$ cat src/rtl/ahb_pkg.sv
// Shared AHB encodings (HTRANS, HBURST) and arbiter state constants, reused by
// the arbiter, the decoder and the slaves.
package ahb_pkg;

   localparam logic [1:0] HTRANS_IDLE   = 2'b00;
   localparam logic [1:0] HTRANS_BUSY   = 2'b01;
   localparam logic [1:0] HTRANS_NONSEQ = 2'b10;
   localparam logic [1:0] HTRANS_SEQ    = 2'b11;

   localparam logic [2:0] HBURST_SINGLE = 3'b000;
   localparam logic [2:0] HBURST_INCR   = 3'b001;
   localparam logic [2:0] HBURST_WRAP4  = 3'b010;
   localparam logic [2:0] HBURST_INCR4  = 3'b011;
   localparam logic [2:0] HBURST_WRAP8  = 3'b100;
   localparam logic [2:0] HBURST_INCR8  = 3'b101;
   localparam logic [2:0] HBURST_WRAP16 = 3'b110;
   localparam logic [2:0] HBURST_INCR16 = 3'b111;

   localparam logic [1:0] ARB_IDLE    = 2'b00;
   localparam logic [1:0] ARB_GRANTED = 2'b01;
   localparam logic [1:0] ARB_BURST   = 2'b10;
   localparam logic [1:0] ARB_LOCKED  = 2'b11;

   // Remaining SEQ beats after the NONSEQ of a fixed-length burst.
   function automatic logic [3:0] burstLoad(input logic [2:0] hburst);
      case (hburst[2:1])
         2'b01:   return 4'd3;
         2'b10:   return 4'd7;
         2'b11:   return 4'd15;
         default: return 4'd0;
      endcase
   endfunction

   function automatic logic isFixedBurst(input logic [2:0] hburst);
      return hburst[2:1] != 2'b00;
   endfunction

endpackage

$ cat src/rtl/ahb_rr_select.sv
// Round-robin selector: picks the first requester strictly after the pointer,
// wrapping around, and returns it one-hot.
module ahb_rr_select #(
   parameter int N  = 2,
   parameter int PW = 2
) (
   input  logic [N-1:0]  req_i,
   input  logic [PW-1:0] ptr_i,
   output logic [N-1:0]  grant_o
);

   logic [PW-1:0]  shamt;
   logic [N-1:0]   rotReq;
   logic [N-1:0]   rotGrant;
   logic [2*N-1:0] grantDbl;

   // Rotate so the slot after the pointer sits at bit 0, isolate the lowest set
   // bit, then rotate back.
   always_comb begin
      shamt    = ptr_i + {{(PW-1){1'b0}}, 1'b1};
      rotReq   = N'({req_i, req_i} >> shamt);
      rotGrant = rotReq & (-rotReq);
      grantDbl = {{N{1'b0}}, rotGrant} << shamt;
      grant_o  = grantDbl[N-1:0] | grantDbl[2*N-1:N];
   end

endmodule

$ cat src/rtl/ahb_arbiter.sv
// AHB bus arbiter: round-robin grant with fixed-burst, INCR and locked-transfer
// holding; address and data phase owner indices for the bus muxes.
module ahb_arbiter
   import ahb_pkg::*;
#(
   parameter int MASTER_DEVICES = 2,
   parameter int DEFAULT_MASTER = 0
) (
   input  logic                              ahb_clk_in,
   input  logic                              ahb_rst_in,
   input  logic [MASTER_DEVICES-1:0]         master_req_in,
   input  logic [MASTER_DEVICES-1:0]         master_lock_in,
   input  logic [1:0]                        ahb_htrans_in,
   input  logic [2:0]                        ahb_hburst_in,
   input  logic                              ahb_hready_in,
   output logic [MASTER_DEVICES-1:0]         master_grant_out,
   output logic [$clog2(MASTER_DEVICES):0]   addr_master_out,
   output logic [$clog2(MASTER_DEVICES):0]   data_master_out,
   output logic                              master_locked_out
);

   localparam int IW = $clog2(MASTER_DEVICES) + 1;
   localparam logic [MASTER_DEVICES-1:0] DEFAULT_GRANT =
      {{(MASTER_DEVICES-1){1'b0}}, 1'b1} << DEFAULT_MASTER;
   localparam logic [IW-1:0] DEFAULT_IDX = IW'(DEFAULT_MASTER);

   logic [1:0]                state_q, state_d;
   logic [MASTER_DEVICES-1:0] grant_q, grant_d;
   logic [IW-1:0]             addrMaster_q, addrMaster_d;
   logic [IW-1:0]             dataMaster_q, dataMaster_d;
   logic [IW-1:0]             ptr_q, ptr_d;
   logic [3:0]                beatCnt_q, beatCnt_d;
   logic                      lockTail_q, lockTail_d;

   logic [MASTER_DEVICES-1:0] winner;
   logic [IW-1:0]             winnerIdx;
   logic [IW-1:0]             ownerIdx;
   logic                      anyReq;
   logic                      ownerReq;
   logic                      ownerLock;
   logic                      incrHold;
   logic                      evalNew;
   logic                      doArb;

   ahb_rr_select #(
      .N  (MASTER_DEVICES),
      .PW (IW)
   ) uRrSelect (
      .req_i   (master_req_in),
      .ptr_i   (ptr_q),
      .grant_o (winner)
   );

   // The granted master is the one whose HTRANS/HBURST the hold decisions look at.
   always_comb begin
      ownerIdx  = '0;
      winnerIdx = '0;
      for (int i = 0; i < MASTER_DEVICES; i++) begin
         if (grant_q[i]) ownerIdx = IW'(i);
         if (winner[i])  winnerIdx = IW'(i);
      end
      anyReq    = |master_req_in;
      ownerReq  = |(master_req_in & grant_q);
      ownerLock = |(master_lock_in & grant_q);
      incrHold  = ownerReq && ((ahb_htrans_in == HTRANS_SEQ) || (ahb_htrans_in == HTRANS_BUSY) ||
                  ((ahb_htrans_in == HTRANS_NONSEQ) && (ahb_hburst_in == HBURST_INCR)));
   end

   always_comb begin
      state_d      = state_q;
      grant_d      = grant_q;
      addrMaster_d = addrMaster_q;
      dataMaster_d = dataMaster_q;
      ptr_d        = ptr_q;
      beatCnt_d    = beatCnt_q;
      lockTail_d   = lockTail_q;
      evalNew      = 1'b0;
      doArb        = 1'b0;
      if (ahb_hready_in) begin
         addrMaster_d = ownerIdx;
         dataMaster_d = addrMaster_q;
         case (state_q)
            ARB_LOCKED: begin
               if (ownerLock) begin
                  lockTail_d = 1'b0;
               end else if (!lockTail_q) begin
                  lockTail_d = 1'b1;
               end else begin
                  lockTail_d = 1'b0;
                  doArb      = 1'b1;
               end
            end
            ARB_BURST: begin
               if (ahb_htrans_in == HTRANS_SEQ) begin
                  if (beatCnt_q <= 4'd1) begin
                     beatCnt_d = 4'd0;
                     doArb     = 1'b1;
                  end else begin
                     beatCnt_d = beatCnt_q - 4'd1;
                  end
               end else if (ahb_htrans_in != HTRANS_BUSY) begin
                  beatCnt_d = 4'd0;
                  evalNew   = 1'b1;
               end
            end
            default: evalNew = 1'b1;
         endcase
         if (evalNew) begin
            if (ownerLock) begin
               state_d    = ARB_LOCKED;
               lockTail_d = 1'b0;
            end else if ((ahb_htrans_in == HTRANS_NONSEQ) && isFixedBurst(ahb_hburst_in)) begin
               state_d   = ARB_BURST;
               beatCnt_d = burstLoad(ahb_hburst_in);
            end else if (incrHold) begin
               state_d = ARB_GRANTED;
            end else begin
               doArb = 1'b1;
            end
         end
         // The pointer only moves on a real win so idle periods keep the rotation.
         if (doArb) begin
            if (anyReq) begin
               grant_d = winner;
               ptr_d   = winnerIdx;
               state_d = ARB_GRANTED;
            end else begin
               grant_d = DEFAULT_GRANT;
               state_d = ARB_IDLE;
            end
         end
      end
   end

   always_ff @(posedge ahb_clk_in or posedge ahb_rst_in) begin
      if (ahb_rst_in) begin
         state_q      <= ARB_IDLE;
         grant_q      <= DEFAULT_GRANT;
         addrMaster_q <= DEFAULT_IDX;
         dataMaster_q <= DEFAULT_IDX;
         ptr_q        <= DEFAULT_IDX;
         beatCnt_q    <= 4'd0;
         lockTail_q   <= 1'b0;
      end else begin
         state_q      <= state_d;
         grant_q      <= grant_d;
         addrMaster_q <= addrMaster_d;
         dataMaster_q <= dataMaster_d;
         ptr_q        <= ptr_d;
         beatCnt_q    <= beatCnt_d;
         lockTail_q   <= lockTail_d;
      end
   end

   assign master_grant_out  = grant_q;
   assign addr_master_out   = addrMaster_q;
   assign data_master_out   = dataMaster_q;
   assign master_locked_out = (state_q == ARB_LOCKED);

endmodule

$ cat config.mk
export PLATFORM = sky130hd
export DESIGN_NAME = ahb_arbiter
export DESIGN_NICKNAME = d
export VERILOG_FILES = /design/src/rtl/ahb_pkg.sv /design/src/rtl/ahb_rr_select.sv /design/src/rtl/ahb_arbiter.sv
export SDC_FILE = /design/constraint.sdc
export NUM_CORES = 1
export LEC_CHECK = 0
export CORE_MARGIN = 5
export CORE_UTILIZATION = 44
export CTS_CLUSTER_SIZE = 12
export DETAILED_ROUTE_END_ITERATION = 7
export GPL_ROUTABILITY_DRIVEN = 0
export PLACE_DENSITY = 0.85
export SYNTH_ARGS = -nofsm -noshare
export SYNTH_HDL_FRONTEND = slang
export SYNTH_HIERARCHICAL = 1
export SYNTH_SLANG_ARGS = --single-unit
$ cat constraint.sdc
create_clock -name ahb_clk_in -period 1.7 [get_ports ahb_clk_in]
set_input_delay 0.34 -clock ahb_clk_in [delete_from_list [all_inputs] [get_ports ahb_clk_in]]
set_output_delay 0.34 -clock ahb_clk_in [all_outputs]
set_load 0.01 [all_outputs]
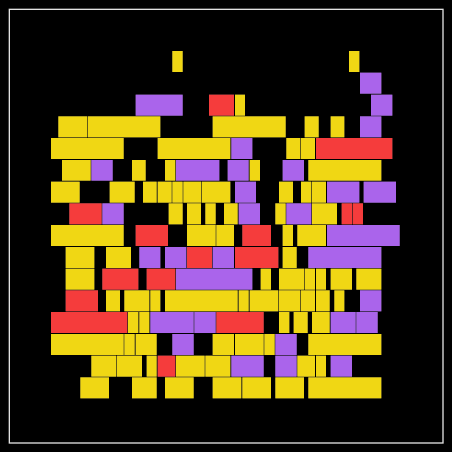
Fig. 1. Cells by drive strength.
(8 px per um)
[_3 and _4 cells] purple | cells: 31 | most used: buf_4
[_0 and _1 cells] yellow | cells: 84 | most used: clkdlybuf4s50_1
[_2 cells] red | cells: 15
post-route setup slack: -0.0532 ns
Repair and plain buffers: 33
area grow syn2layout: 48.1%
cell area after layout: 1260 sq um

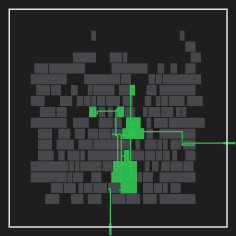
Fig. 2. I/O nets highlighted.
(4 px per um)
[`ahb_htrans_in`] green | bits: 2 | direction: input | edge: 1 south, 1 east | end cells: 10 | buffers: 3 | wire: 113 um
# IOs: 19
port bufs: 16

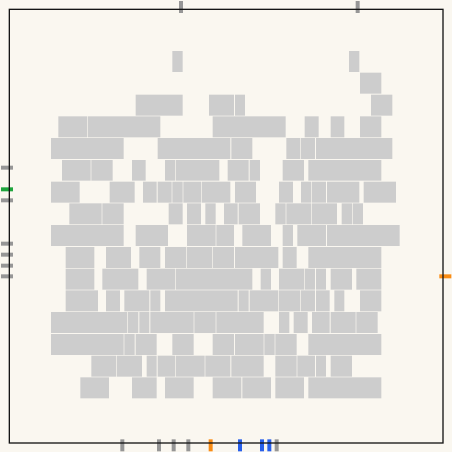
Fig. 3. Pin map.
(8 px per um) Pins as bars across the die edge, other pins in gray.
[`ahb_hburst_in`] blue | pins: 3 | direction: input | edge: south
[`ahb_htrans_in`] orange | pins: 2 | direction: input | edge: 1 south, 1 east
[`master_locked_out`] green | pins: 1 | direction: output | edge: west
Die X: 54.0 um
die height: 54.0 um

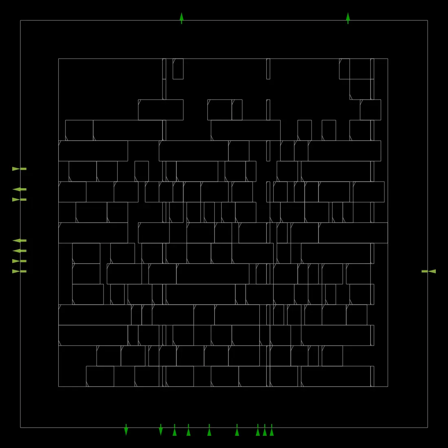
Fig. 4. Cell placement.
tap cells: 27
Post-Layout Cell Count: 157
Util after Layout: 66.4%

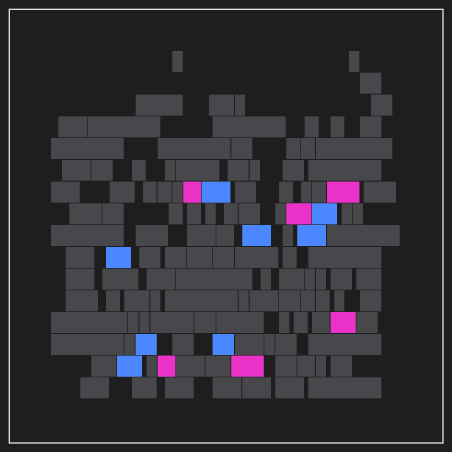
Fig. 5. Gate families picked out.
(8 px per um)
[and/or cells] magenta | cells: 6
[non-inverting ao/oa cells] blue | cells: 8 | most used: a22o_1 | where: center
logic share of the area: 46.8%
most frequent logic cell in the layout: buf_4

==> impl_metrics.yaml <==
# physical design summary
pwr:
  ir_worst_vdd_v: 0.00103
  pwr-share-clk_pct: 9.9
  pg_clk_uw: 194
  power-top-group: "combinational cells"
  power_frac_comb_pct: 61.0
  power.total_mw: 1.96
routing:
  vias: 854
  route.met2.wl_mm: 1.32
  dr.pass1.iters: 4
  viasPerCell: 5.44
  top_layer_used: "met4"
final_timing:
  setup_viol: 3
  rsz0062_at_grt: "yes"
  slew_viol_final: 0
  hold_viol_final: 0
  setup_slack_ns: -0.0532
  fin_hold_ws_ns: 0.368
  period_used_pct: 103
  fin_skew_ns: 0.0150
cells_and_area:
  nFlopsAndLatches: 12
  logic_gates: 74
  top_register: "beatCnt_q"
  layout.area.seq_sq_um: 303
  seq_area_share_pct: 24.0
  num-fill-cells: 153
  largest_cell_class: "logic gates"
  clkbuf_count: 4
synth:
  adder_share_pct: 2.93
  netlist_area_sq_um: 853
  synthCells: 95
  syn_area_per_cell_sq_um: 8.98
  top_cell: "dfrtp_1"
  ff_type: "dfrtp_1"
  yosysTopAreaCell: "dfrtp_1"
  top_cells_by_area: "dfrtp_1 32%, o21ai_0 5.3%, nand2_1 4.0%, dfstp_2 3.1%, inv_1 3.1%"
  ys_cells: 95
  ys_seq_share_pct: 35.3
floorplan:
  initCoreUtil_pct: 44.9
  core_sq_um: 1900
  rows: 16
worst_setup_path:
  path_class: "flip-flop to flip-flop"
  cp-startpoint: "beatCnt_q[0]"
  worstPathMaxFanout: 5
  worstPathCellList: "inv_2 > ha_4 > nor2_4 > or3_4 > o221ai_4 > nand3_2 > mux2_4"
  slowest_stage: "dfrtp_2"
  end_kind: "flip-flop"
  path_delay_family: "simple AND/OR/NAND/NOR gates"
  cpPeakStageDelay_ns: 0.46
  cp-endpoint: "ptr_q[0]"
  timing.critical_path.buf_inv: 1
outcome:
  violations: "negative setup slack"
  status: "finished, violations left"
global_route:
  use_met2_pct: 31.7
  grt_usage_pct: 17.2
  grt_max_degree: 18
  grt_pass1_wl_mm: 3.65
  overflow: 0
placed_design:
  placed_cells: 148
  place_area_sq_um: 1120
  place_ws_ns: -0.448
clock_tree:
  postCtsSetupBuffers: 3
  postCtsHoldBufs: 0
  cts-resized-gates: 14
  cts_max_level: 1
  numCtsBuffers: 3
run:
  drv_cap: 0
Power and IR drop assume default switching activity.
